$ cat src/rtl/wb_master_arbiter_pkg.sv
// Shared definitions for the two-master wishbone arbiter: state encodings,
// one-hot grant constants, and the data word returned on watchdog termination.
// Ports: none (package only).
package wb_master_arbiter_pkg;

    typedef enum logic [1:0] {
        ST_IDLE    = 2'd0,
        ST_GNT_MMU = 2'd1,
        ST_GNT_DMA = 2'd2
    } state_e;

    localparam logic [1:0]  GNT_NONE = 2'b00;
    localparam logic [1:0]  GNT_MMU  = 2'b01;
    localparam logic [1:0]  GNT_DMA  = 2'b10;

    localparam logic [31:0] ERR_DATA = 32'hDEAD_BEEF;

    // Grant vector is a pure function of the state so the two can never disagree.
    function automatic logic [1:0] gnt_of(input state_e s);
        case (s)
            ST_GNT_MMU: gnt_of = GNT_MMU;
            ST_GNT_DMA: gnt_of = GNT_DMA;
            default:    gnt_of = GNT_NONE;
        endcase
    endfunction

endpackage

$ cat src/rtl/wb_arb_watchdog.sv
// Per-transfer watchdog: 8-bit cycle counter with clear/enable, flags expiry
// when the count reaches TIMEOUT-1 while enabled. No added latency; no backpressure.
// Ports: clk, rst_n, clr (restart count), en (count this cycle), expire (comb flag).
module wb_arb_watchdog #(
    parameter int TIMEOUT = 64
) (
    input  logic clk,
    input  logic rst_n,
    input  logic clr,
    input  logic en,
    output logic expire
);

    localparam logic [7:0] LAST = 8'(TIMEOUT - 1);

    logic [7:0] cnt_q, cnt_d;

    always_comb begin
        cnt_d = cnt_q;
        if (clr)
            cnt_d = 8'd0;
        else if (en)
            cnt_d = cnt_q + 8'd1;
    end

    // The arbiter leaves the grant state on expiry, so the count never wraps.
    assign expire = en && (cnt_q == LAST);

    always_ff @(posedge clk or negedge rst_n) begin
        if (!rst_n)
            cnt_q <= 8'd0;
        else
            cnt_q <= cnt_d;
    end

endmodule

$ cat src/rtl/wb_master_arbiter.sv
// Two-master wishbone arbiter (MMU=master 0, DMA=master 1) onto one slave bus,
// DMA priority with bounded MMU starvation. 1-cycle grant latency, comb ack path;
// masters are stalled by holding cyc until ack; watchdog forces ack+bus_err on hang.
module wb_master_arbiter
    import wb_master_arbiter_pkg::*;
#(
    parameter int DMA_MAX = 4,
    parameter int TIMEOUT = 64
) (
    input  logic        clk,
    input  logic        rst_n,
    input  logic        m_mmu_cyc,
    input  logic        m_mmu_we,
    input  logic [3:0]  m_mmu_strb,
    input  logic [31:0] m_mmu_addr,
    input  logic [31:0] m_mmu_data_i,
    output logic        m_mmu_ack,
    output logic [31:0] m_mmu_data_o,
    input  logic        m_dma_cyc,
    input  logic        m_dma_we,
    input  logic [3:0]  m_dma_strb,
    input  logic [31:0] m_dma_addr,
    input  logic [31:0] m_dma_data_i,
    output logic        m_dma_ack,
    output logic [31:0] m_dma_data_o,
    output logic        s_cyc,
    output logic        s_we,
    output logic [3:0]  s_strb,
    output logic [31:0] s_addr,
    output logic [31:0] s_data_o,
    input  logic        s_ack,
    input  logic [31:0] s_data_i,
    output logic [1:0]  gnt,
    output logic        bus_err
);

    localparam logic [3:0] DMA_MAX_C = 4'(DMA_MAX);

    state_e     state_q, state_d;
    logic [1:0] gnt_q, gnt_d;
    logic [3:0] dma_cnt_q, dma_cnt_d;

    logic mmu_gnt, dma_gnt, cyc_g, wd_exp, err_term;
    logic [31:0] rd_data;

    assign mmu_gnt = gnt_q[0];
    assign dma_gnt = gnt_q[1];
    assign cyc_g   = (mmu_gnt & m_mmu_cyc) | (dma_gnt & m_dma_cyc);

    // Counter idles at zero between grants, so every grant starts from zero.
    wb_arb_watchdog #(.TIMEOUT(TIMEOUT)) u_wd (
        .clk    (clk),
        .rst_n  (rst_n),
        .clr    (state_q == ST_IDLE),
        .en     (state_q != ST_IDLE),
        .expire (wd_exp)
    );

    // A real ack in the expiry cycle wins; only a missing ack is an error.
    assign err_term = wd_exp & cyc_g & ~s_ack;
    assign rd_data  = err_term ? ERR_DATA : s_data_i;

    always_comb begin
        state_d   = state_q;
        dma_cnt_d = dma_cnt_q;
        case (state_q)
            ST_IDLE: begin
                if (m_dma_cyc && (!m_mmu_cyc || dma_cnt_q != DMA_MAX_C)) begin
                    state_d = ST_GNT_DMA;
                    // dma_cnt_q < DMA_MAX here whenever the MMU is waiting,
                    // so the increment saturates at DMA_MAX by construction.
                    dma_cnt_d = m_mmu_cyc ? dma_cnt_q + 4'd1 : 4'd0;
                end else if (m_mmu_cyc) begin
                    state_d   = ST_GNT_MMU;
                    dma_cnt_d = 4'd0;
                end
            end
            ST_GNT_MMU, ST_GNT_DMA: begin
                // Abort (cyc dropped), normal ack, or watchdog all end the grant.
                if (!cyc_g || s_ack || wd_exp)
                    state_d = ST_IDLE;
            end
            default: state_d = ST_IDLE;
        endcase
        gnt_d = gnt_of(state_d);
    end

    always_ff @(posedge clk or negedge rst_n) begin
        if (!rst_n) begin
            state_q   <= ST_IDLE;
            gnt_q     <= GNT_NONE;
            dma_cnt_q <= 4'd0;
        end else begin
            state_q   <= state_d;
            gnt_q     <= gnt_d;
            dma_cnt_q <= dma_cnt_d;
        end
    end

    // Slave-side mux; address/data fall back to the MMU when idle (slaves ignore them).
    assign s_cyc    = cyc_g;
    assign s_we     = (dma_gnt & m_dma_we) | (mmu_gnt & m_mmu_we);
    assign s_strb   = dma_gnt ? m_dma_strb : (mmu_gnt ? m_mmu_strb : 4'd0);
    assign s_addr   = dma_gnt ? m_dma_addr   : m_mmu_addr;
    assign s_data_o = dma_gnt ? m_dma_data_i : m_mmu_data_i;

    assign m_mmu_ack    = mmu_gnt & m_mmu_cyc & (s_ack | wd_exp);
    assign m_dma_ack    = dma_gnt & m_dma_cyc & (s_ack | wd_exp);
    assign m_mmu_data_o = mmu_gnt ? rd_data : 32'd0;
    assign m_dma_data_o = dma_gnt ? rd_data : 32'd0;
    assign gnt          = gnt_q;
    assign bus_err      = err_term;

endmodule
$ cat config.mk
export PLATFORM = sky130hd
export DESIGN_NAME = wb_master_arbiter
export DESIGN_NICKNAME = d
export VERILOG_FILES = /design/src/rtl/wb_master_arbiter_pkg.sv /design/src/rtl/wb_arb_watchdog.sv /design/src/rtl/wb_master_arbiter.sv
export SDC_FILE = /design/constraint.sdc
export NUM_CORES = 1
export LEC_CHECK = 0
export ABC_AREA = 1
export CAP_MARGIN = 20
export CORE_AREA = 5 5 120 122
export DETAILED_ROUTE_END_ITERATION = 10
export DIE_AREA = 0 0 125 127
export PLACE_DENSITY = 0.66
export SYNTH_ARGS = -nofsm -noshare
export SYNTH_HDL_FRONTEND = slang
export SYNTH_SLANG_ARGS = --single-unit
$ cat constraint.sdc
create_clock -name clk -period 1.8 [get_ports clk]
set_clock_uncertainty 0.05 [all_clocks]
set_input_delay 0.36 -clock clk [delete_from_list [all_inputs] [get_ports clk]]
set_output_delay 0.36 -clock clk [all_outputs]
set_load 0.01 [all_outputs]
==> out/metrics.cfg, run 1 <==
[routing]
drt_pass1_iterations=4
top_layer=met4
sum_of_met3_wire_segment_lengths_after_detailed_routing_um=1635
vias_per_cell=4.299
drt.antenna.violating_nets=0
drc=0
routed-wl-met2_um=9004
route.detailed.wl_per_inst_um=17.09
drt_first_iter_violations=109

[worst_setup_path]
reg2reg_slack_ps=210
worst_r2r_path_depth=11
cp-end-kind=output pin
destination_of_the_critical_timing_path=m_dma_data_o[7]
r2r_start=u_wd.cnt_q[1]$_DFF_PN0_
crit-reg2reg-capture=gnt[1]$_DFF_PN0_
critical-path-top-delay-family=buffers and inverters
crit_required_ps=1390
path_class=flop to output pin
cp_dominant_cell_by_count=sky130_fd_sc_hd__buf_6
worstSetupStartpointType=flop
stages_on_worst_setup_path=11
critical-path-slowest-cell=sky130_fd_sc_hd__dfrtp_1
crit_path_max_fanout=4
cpPeakStageDelay_ps=340
worst_setup_path_startpoint=u_wd.cnt_q[1]$_DFF_PN0_
critPathArrivalTime_ps=1950

[yosys]
synth.yosys.num_cells=439
yosysUniqueCellTypes=20
yosys-stat-area_sq_um=2228
postSynthAreaPerCell_sq_um=5.076
fp_nets=619
syn-cell-area_sq_um=2228
ys_top_cells_by_count=sky130_fd_sc_hd__nand2_1, sky130_fd_sc_hd__inv_1, sky130_fd_sc_hd__a21oi_1, sky130_fd_sc_hd__nor2_1, sky130_fd_sc_hd__clkbuf_1
total_of_warnings_raised_by_yosys=0
synth_top_cell_by_area=sky130_fd_sc_hd__nand2_1
topCellsByArea=sky130_fd_sc_hd__nand2_1, sky130_fd_sc_hd__dfrtp_1, sky130_fd_sc_hd__a21oi_1, sky130_fd_sc_hd__inv_1, sky130_fd_sc_hd__nor2_1
synth-main-ff-cell=sky130_fd_sc_hd__dfrtp_1
synthesis.instances=439
flip_flops_with_a_built_in_enable=0
synth_flops=16
yosysTopAreaCellShare=0.3942
yosys.cell_count.top_type=sky130_fd_sc_hd__nand2_1
ys_async_sr_fraction=1.000

[clocking]
ctsRootBufferMaster=sky130_fd_sc_hd__clkbuf_16
post_cts_sizing_count=646
cts_tree=done
clk_pin_slew_worst_paths_ps=50
post-cts-setup-buffer-count=37
ctsHoldBuffers=0
worstSkewPairLatency_ps=250
cts-buffers-inserted=3
clk_path_buf_depth=2

[final_layout]
post_route_cells_drive_above_1_share=0.5155
number_of_clock_buffers_in_the_layout=4
cell_kind_with_the_greatest_summed_area=non-clock buffers
non_clock_inverter_count=50
non_clock_buffer_area_share=0.5631
area.share.combinational=0.3156
fillers=1129
fin_area_sq_um=7764
logic_gates=347
area_share_clock_buf_inv=0.01144
comb_area_sq_um=2450
nets=1019
flop_area_sq_um=401.6
utilization_of_the_core_after_routing=0.5933
fraction_of_area_in_registers=0.05173
buffers_excl_clock=421
sequential_cell_total=16
syn_to_final_growth_pct=248.4
antenna_cells=1

[sta]
setup_viol=136
rsz0062_at_grt=yes
final_period_minus_worst_setup_slack_ps=2364
fin_tns_setup_ps=-42460
report.final.hold_viol_count=0
slew_at_the_pin_with_the_worst_max_slew_slack_ps=322.5
finalWorstSetupSlack_ps=-563.8
maxSlewHeadroom=0.7850
slew_violations=0

[floorplanning]
pin_count=314
floorplan_core_area_sq_um=13090
fp.dieW_um=125
tapcells=176
floorplanUtilization=0.1703
die_area_sq_um=15880
die_h_um=127
placementRows=42

[global_route]
busiest_layer_in_global_routing=met2
antenna_found_initial=1
grtUsageMet1=0.2134
final_global_route_overflow_total=0
first_pass_grt_wire_length_um=23780
grt_pass1_vias=4195

[flow_run]
stage_log_warnings=31

[pwr]
irDropWorstVdd_uv=501.5
switching_share=0.4334
p_per_area_nw_per_um2=1047
power.share.sequential=0.062
logic_gate_share_of_total_power=0.878
leakage_nw=3.828
switchingPower_mw=3.522
clock_power_share=0.060
power.internal_mw=4.604
post-layout-total-power_mw=8.126

[placement]
gp_routability_congestion=0.9528
pre_cts_slack_ps=-855.6
placedInstanceArea_sq_um=6118
place_inst=937
post-dp-hpwl_um=11880
place.port_buffers=313

[hold_path]
min-delay-path-class=primary input to asynchronous set/reset pin

[outcome]
status=complete, but fails checks
failed_checks=negative setup slack

==> run 1: layout by cell type, fill, tap and decap left out, types with 8 or more instances in the layout <==
cell type,instances
sky130_fd_sc_hd__buf_2,61
sky130_fd_sc_hd__inv_1,45
sky130_fd_sc_hd__a21oi_1,18
sky130_fd_sc_hd__nand2_2,81
sky130_fd_sc_hd__buf_16,8
sky130_fd_sc_hd__clkdlybuf4s50_1,172
sky130_fd_sc_hd__nor2_1,20
sky130_fd_sc_hd__buf_6,99
sky130_fd_sc_hd__buf_8,16
sky130_fd_sc_hd__nand2_1,111
sky130_fd_sc_hd__a21oi_2,8
sky130_fd_sc_hd__buf_12,19
sky130_fd_sc_hd__buf_4,38
sky130_fd_sc_hd__a21oi_4,30
sky130_fd_sc_hd__dfrtp_1,15
sky130_fd_sc_hd__nand2_4,42
==> run 1: cells by family (layout without fill, tap and decap cells) <==
| group | count (synthesis) | count (layout) | share of synthesized area |
|---|---|---|---|
| DFF | 16 | 16 | 0.1797 |
| AOI/OAI and AO/OA | 65 | 65 | 0.1679 |
| adders and majority gates | 5 | 5 | 0.02807 |
| other | 0 | 1 | 0 |
| buffers and inverters | 76 | 475 | 0.1426 |
| and+or+nand+nor | 275 | 275 | 0.4739 |
| xor gates and xnor gates | 2 | 2 | 0.007862 |
==> run 1: power by group through the flow <==
stage	logic [mW]	clock network (mW)	registers, mW
after detailed placement	4.84	0	0.501
after CTS	5.95	0.499	0.503
final	7.14	0.485	0.503
after global placement	4.84	0	0.499
after global routing	7.61	0.512	0.517
after floorplan	2.07	0	0.511
==> run 1: sequential cells by signal, summed over array words and instances (netlist names) <==
signal      flops
u_wd.cnt_q      8
dma_cnt_q       4
gnt             2
state_q         2
run_1/m4.png
(3 px per um) Supply wires on this layer in gray.
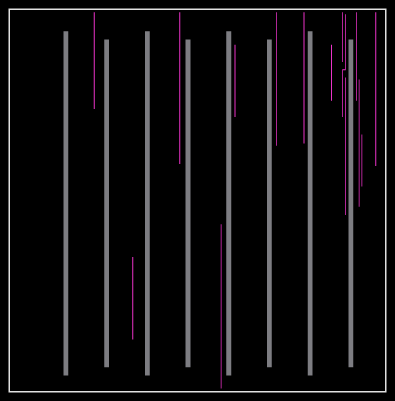
main direction: vertical
nets with wire on the layer: 15
wire length on this layer: 530 um
drt total wl: 17350 um
vias after detailed routing: 4363

run_1/port_trees.png
(2 px per um)
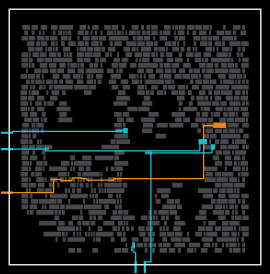
[cyan] `s_strb` | direction: output | end cells: 4 | wire: 268 um
[orange] `s_we` | direction: output | end cells: 1 | wire: 139 um

run_1/congestion_map.png
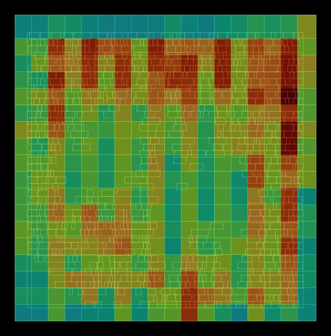
GR Util met3: 0.06052
total routing resource utilization after global routing: 0.1872

run_1/util_map.png
(3 px per um) The die is cut into 12 by 13 equal tiles; dark blue is low, red is high, 0 to 100% covered.
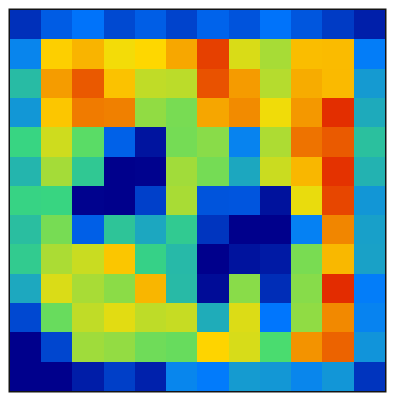
nearly empty tiles: 6.4%
tiles over 75% full: 22%
mean over tiles: 48%
fullest tile: 95%
emptiest ninth of the die: middle

run_1/clock_wires.png
(3 px per um)
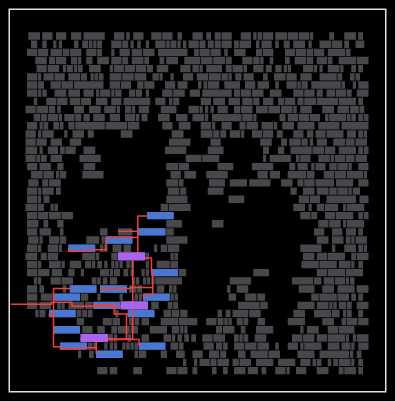

==> run 2, diff against run 1 <==
--- a/config.mk
+++ b/config.mk
@@ -6,11 +6,12 @@
 export NUM_CORES = 1
 export LEC_CHECK = 0
 export ABC_AREA = 1
-export CAP_MARGIN = 20
+export CAP_MARGIN = 0
 export CORE_AREA = 5 5 120 122
 export DETAILED_ROUTE_END_ITERATION = 10
 export DIE_AREA = 0 0 125 127
 export PLACE_DENSITY = 0.66
+export SKIP_LAST_GASP = 1
 export SYNTH_ARGS = -nofsm -noshare
 export SYNTH_HDL_FRONTEND = slang
 export SYNTH_SLANG_ARGS = --single-unit
run_2/clock_wires.png
(3 px per um)
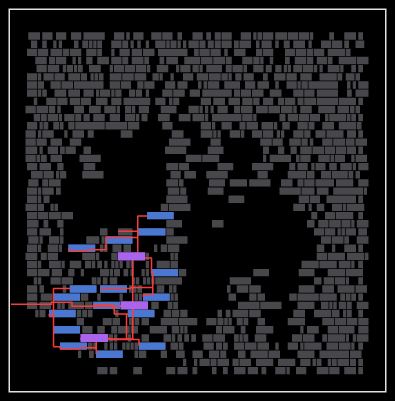
[red] clock wires | length: 264 um
[purple] clock-net drivers | count: 3
[blue] flip-flops | count: 16
flops lie: bottom left
routed clock nets: 4
Clock power frac: 0.060
clock latency on the worst-skew pair: 250 ps
Clock net power: 0.486 mW

run_2/m4.png
(3 px per um) Supply wires on this layer in gray.
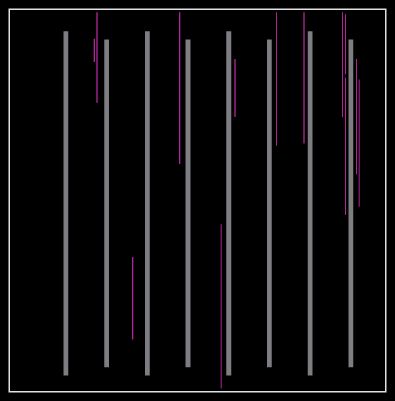
longest straight run: 54.4 um
main direction: vertical
share of all routed wire: 2.7%
vias after detailed routing: 4358
drt total wl: 17230 um

==> run 2 against run 1 <==
Against the previous run: the run still ends with negative setup slack left; worst hold slack barely moved; maximum frequency is 0.22% lower; wire length fell by 0.67%; critical path type unchanged.
==> out/metrics.cfg, run 2 <==
[yosys]
synth_top_cell_by_area=sky130_fd_sc_hd__nand2_1
synthesis.instances=439  ; unchanged
synth_flops=16  ; unchanged
adder_share=0.02807  ; unchanged
topCellsByArea=sky130_fd_sc_hd__nand2_1, sky130_fd_sc_hd__dfrtp_1, sky130_fd_sc_hd__a21oi_1, sky130_fd_sc_hd__inv_1, sky130_fd_sc_hd__nor2_1
yosys-stat-area_sq_um=2228  ; unchanged
synth_simple_gate_area_share=0.4739  ; unchanged
ys_async_sr_fraction=1.000  ; unchanged
total_of_warnings_raised_by_yosys=0  ; unchanged
yosysTopAreaCellShare=0.3942  ; unchanged
yosysSeqAreaShare=0.1797
synth.yosys.num_cells=439  ; unchanged
yosys.area_share.xor_xnor=0.007861  ; unchanged
syn-cell-area_sq_um=2228  ; unchanged
synthTopLogicFamily=simple AND/OR/NAND/NOR gates
ys_top_cells_by_count=sky130_fd_sc_hd__nand2_1, sky130_fd_sc_hd__inv_1, sky130_fd_sc_hd__a21oi_1, sky130_fd_sc_hd__nor2_1, sky130_fd_sc_hd__clkbuf_1
postSynthAreaPerCell_sq_um=5.076  ; unchanged
synth.area.mux_share=0  ; unchanged
yosys.cell_count.top_type=sky130_fd_sc_hd__nand2_1
yosysUniqueCellTypes=20  ; unchanged
ys_sh_aoi=0.1679  ; unchanged
flip_flops_with_a_built_in_enable=0  ; unchanged
synth-main-ff-cell=sky130_fd_sc_hd__dfrtp_1
fp_nets=619  ; unchanged

[final_layout]
syn_to_final_growth_pct=247.0
post_route_cells_drive_above_1_share=0.5066  ; -0.008942
nets=1018  ; -0.098%
instances_no_fill=1014
largest_register_ffs=8  ; unchanged
final_cell_mix=sky130_fd_sc_hd__clkdlybuf4s50_1, sky130_fd_sc_hd__nand2_1, sky130_fd_sc_hd__buf_6
layout.cells.most_common=sky130_fd_sc_hd__clkdlybuf4s50_1
utilization_of_the_core_after_routing=0.5909  ; -0.002391
top_registers=u_wd.cnt_q x8, dma_cnt_q x4
largest-register=u_wd.cnt_q

[clocking]
cts_tree=done
cts-buffers-inserted=3  ; unchanged
clk_pin_slew_worst_paths_ps=50  ; about the same
clk_path_buf_depth=2  ; unchanged
ctsRootBufferMaster=sky130_fd_sc_hd__clkbuf_16
cts_num_sinks=16
cts_max_level=1

[flow_run]
stage_log_warnings=31  ; unchanged
timing.max_cap.violations=0

[sta]
finalWorstSetupSlack_ps=-568.9  ; -5.108 ps
report.final.hold_viol_count=0  ; unchanged
setup_viol=136  ; unchanged
maxSlewHeadroom=0.7814  ; -0.003620
hold-worst-slack_ps=378.0
slew_violations=0  ; unchanged
final_clock_period_utilization_by_the_worst_path=1.316
final_period_minus_worst_setup_slack_ps=2369  ; +5.108 ps
slew_at_the_pin_with_the_worst_max_slew_slack_ps=327.9  ; +5.430 ps
rsz0062_at_grt=yes
max_clock_freq_ghz=0.4221

[worst_setup_path]
r2r_start=u_wd.cnt_q[1]$_DFF_PN0_
worstSetupStartpointType=flop
worst_r2r_path_depth=11  ; unchanged
cp-end-kind=output pin
crit_path_cell_trace=ha_2 > nand3_2 > nor2_2 > buf_6 > nand3_4 > buf_12 > buf_16 > buf_8 > buf_6 > a21oi_4 > buf_6
crit_required_ps=1390  ; about the same
cpPeakStageDelay_ps=340  ; about the same
crit-reg2reg-capture=gnt[1]$_DFF_PN0_
path_class=flop to output pin
reg2reg_slack_ps=210  ; about the same
destination_of_the_critical_timing_path=m_dma_data_o[7]
crit_path_max_fanout=3  ; -1
cp_dominant_cell_by_count=sky130_fd_sc_hd__buf_6
critPathArrivalTime_ps=1960  ; about the same
worst_setup_path_startpoint=u_wd.cnt_q[1]$_DFF_PN0_
critical-path-slowest-cell=sky130_fd_sc_hd__dfrtp_1

[hold_path]
min-delay-path-class=primary input to asynchronous set/reset pin

[global_route]
grt_pass1_vias=4151  ; -1.0%
first_pass_grt_wire_length_um=23530  ; -1.0%
maximum_number_of_pins_on_one_net_before_global_route_repair=29
grtUsageTotal=0.1853  ; -0.001847
antenna_found_initial=1  ; unchanged
final_global_route_overflow_total=0  ; unchanged

[pwr]
switching_share=0.4336  ; about the same
logic_gate_share_of_total_power=0.878  ; about the same
leakage_nw=3.830  ; about the same
power.share.sequential=0.062  ; about the same
switchingPower_mw=3.504  ; -0.51%
p_per_area_nw_per_um2=1045  ; -0.15%
power.internal_mw=4.577  ; -0.59%
irDropWorstVdd_uv=501.4  ; about the same

[floorplanning]
floorplan_core_area_sq_um=13090  ; unchanged
floorplanUtilization=0.1703  ; unchanged
die_area_sq_um=15880  ; unchanged
placementRows=42  ; unchanged
die_h_um=127  ; unchanged
fp.dieW_um=125  ; unchanged

[placement]
post-dp-hpwl_um=11880  ; unchanged
place_inst=937  ; unchanged
gp_routability_congestion=0.9528  ; unchanged

[outcome]
status=complete, but fails checks
failed_checks=negative setup slack

[routing]
drt_first_iter_violations=131  ; +20%
drt.antenna.violating_nets=0  ; unchanged
drt_pass1_iterations=4  ; unchanged
route.detailed.wl_per_inst_um=16.99  ; -0.57%
drc=0  ; unchanged
vias_per_cell=4.298  ; about the same

run_2/port_trees.png
(2 px per um)
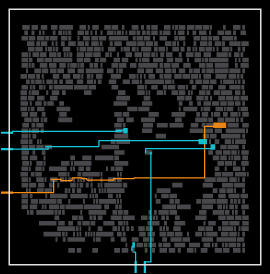
[orange] `s_we` | direction: output | end cells: 1 | wire: 139 um
[cyan] `s_strb` | direction: output | end cells: 4 | wire: 264 um
port buffer count: 313
Top Ports: 314

run 2: power by group through the flow:
stage / clock network (mW) / registers [mW] / logic [mW]
2_1_floorplan: 0 / 0.511 / 2.07
4_1_cts: 0.499 / 0.503 / 5.98
3_5_place_dp: 0 / 0.501 / 4.84
6_report: 0.486 / 0.503 / 7.09
5_1_grt: 0.512 / 0.517 / 7.56
3_3_place_gp: 0 / 0.499 / 4.84
run 2: per-stage QoR:
step / cell area (sq um) / setup slack [ps] / TNS (ps) / power, mW
3_5_place_dp: 6118 / -855.6 / -67090 / 5.343
4_1_cts: 6909 / -815.8 / -51750 / 6.983
5_1_grt: 7732 / -681.8 / -51880 / 8.589
2_1_floorplan: 2577 / -67.67 / -1732 / 2.586
3_3_place_gp: 6118 / -840.3 / -66210 / 5.336
6_report: 7732 / -568.9 / -40970 / 8.081
run 2: routing by layer:
layer  GRT usage  wire length, um
met3     0.05342             1292
met5           0                0
met4     0.04592              456
met2      0.3394             8945
met1      0.2126             6536
run 2: layout make-up:
| cell class | instances | area, sq um |
|---|---|---|
| antenna | 1 | 2.502 |
| tap | 176 | 220.2 |
| fill | 1136 | 5353 |
| clock buffer | 4 | 88.84 |
| timing repair buffer | 420 | 4355 |
| sequential | 16 | 401.6 |
| multi-input combinational | 347 | 2435 |
| inverter | 48 | 196.4 |
| timing repair inverter | 2 | 32.53 |
run 2: worst max-delay path, delay by kind of cell, from the launching register on:
kind | cells | cell delay, ps
and+or+nand+nor | 3 | 290
buffers and inverters | 6 | 740
AOI/OAI and AO/OA | 1 | 130
adders and majority gates | 1 | 190
DFF | 1 | 340
run 2: what timing repair did:
action / 4_1_cts / 5_1_grt
cloned: 17 / 1
setup buffers: 37 / 31
hold buffers: 0 / 0
resized: 537 / 360
setup endpoints to repair: 138 / 137
pin swaps: 8 / 56
Power figures rest on the tool's default switching activity, not on a simulated workload.
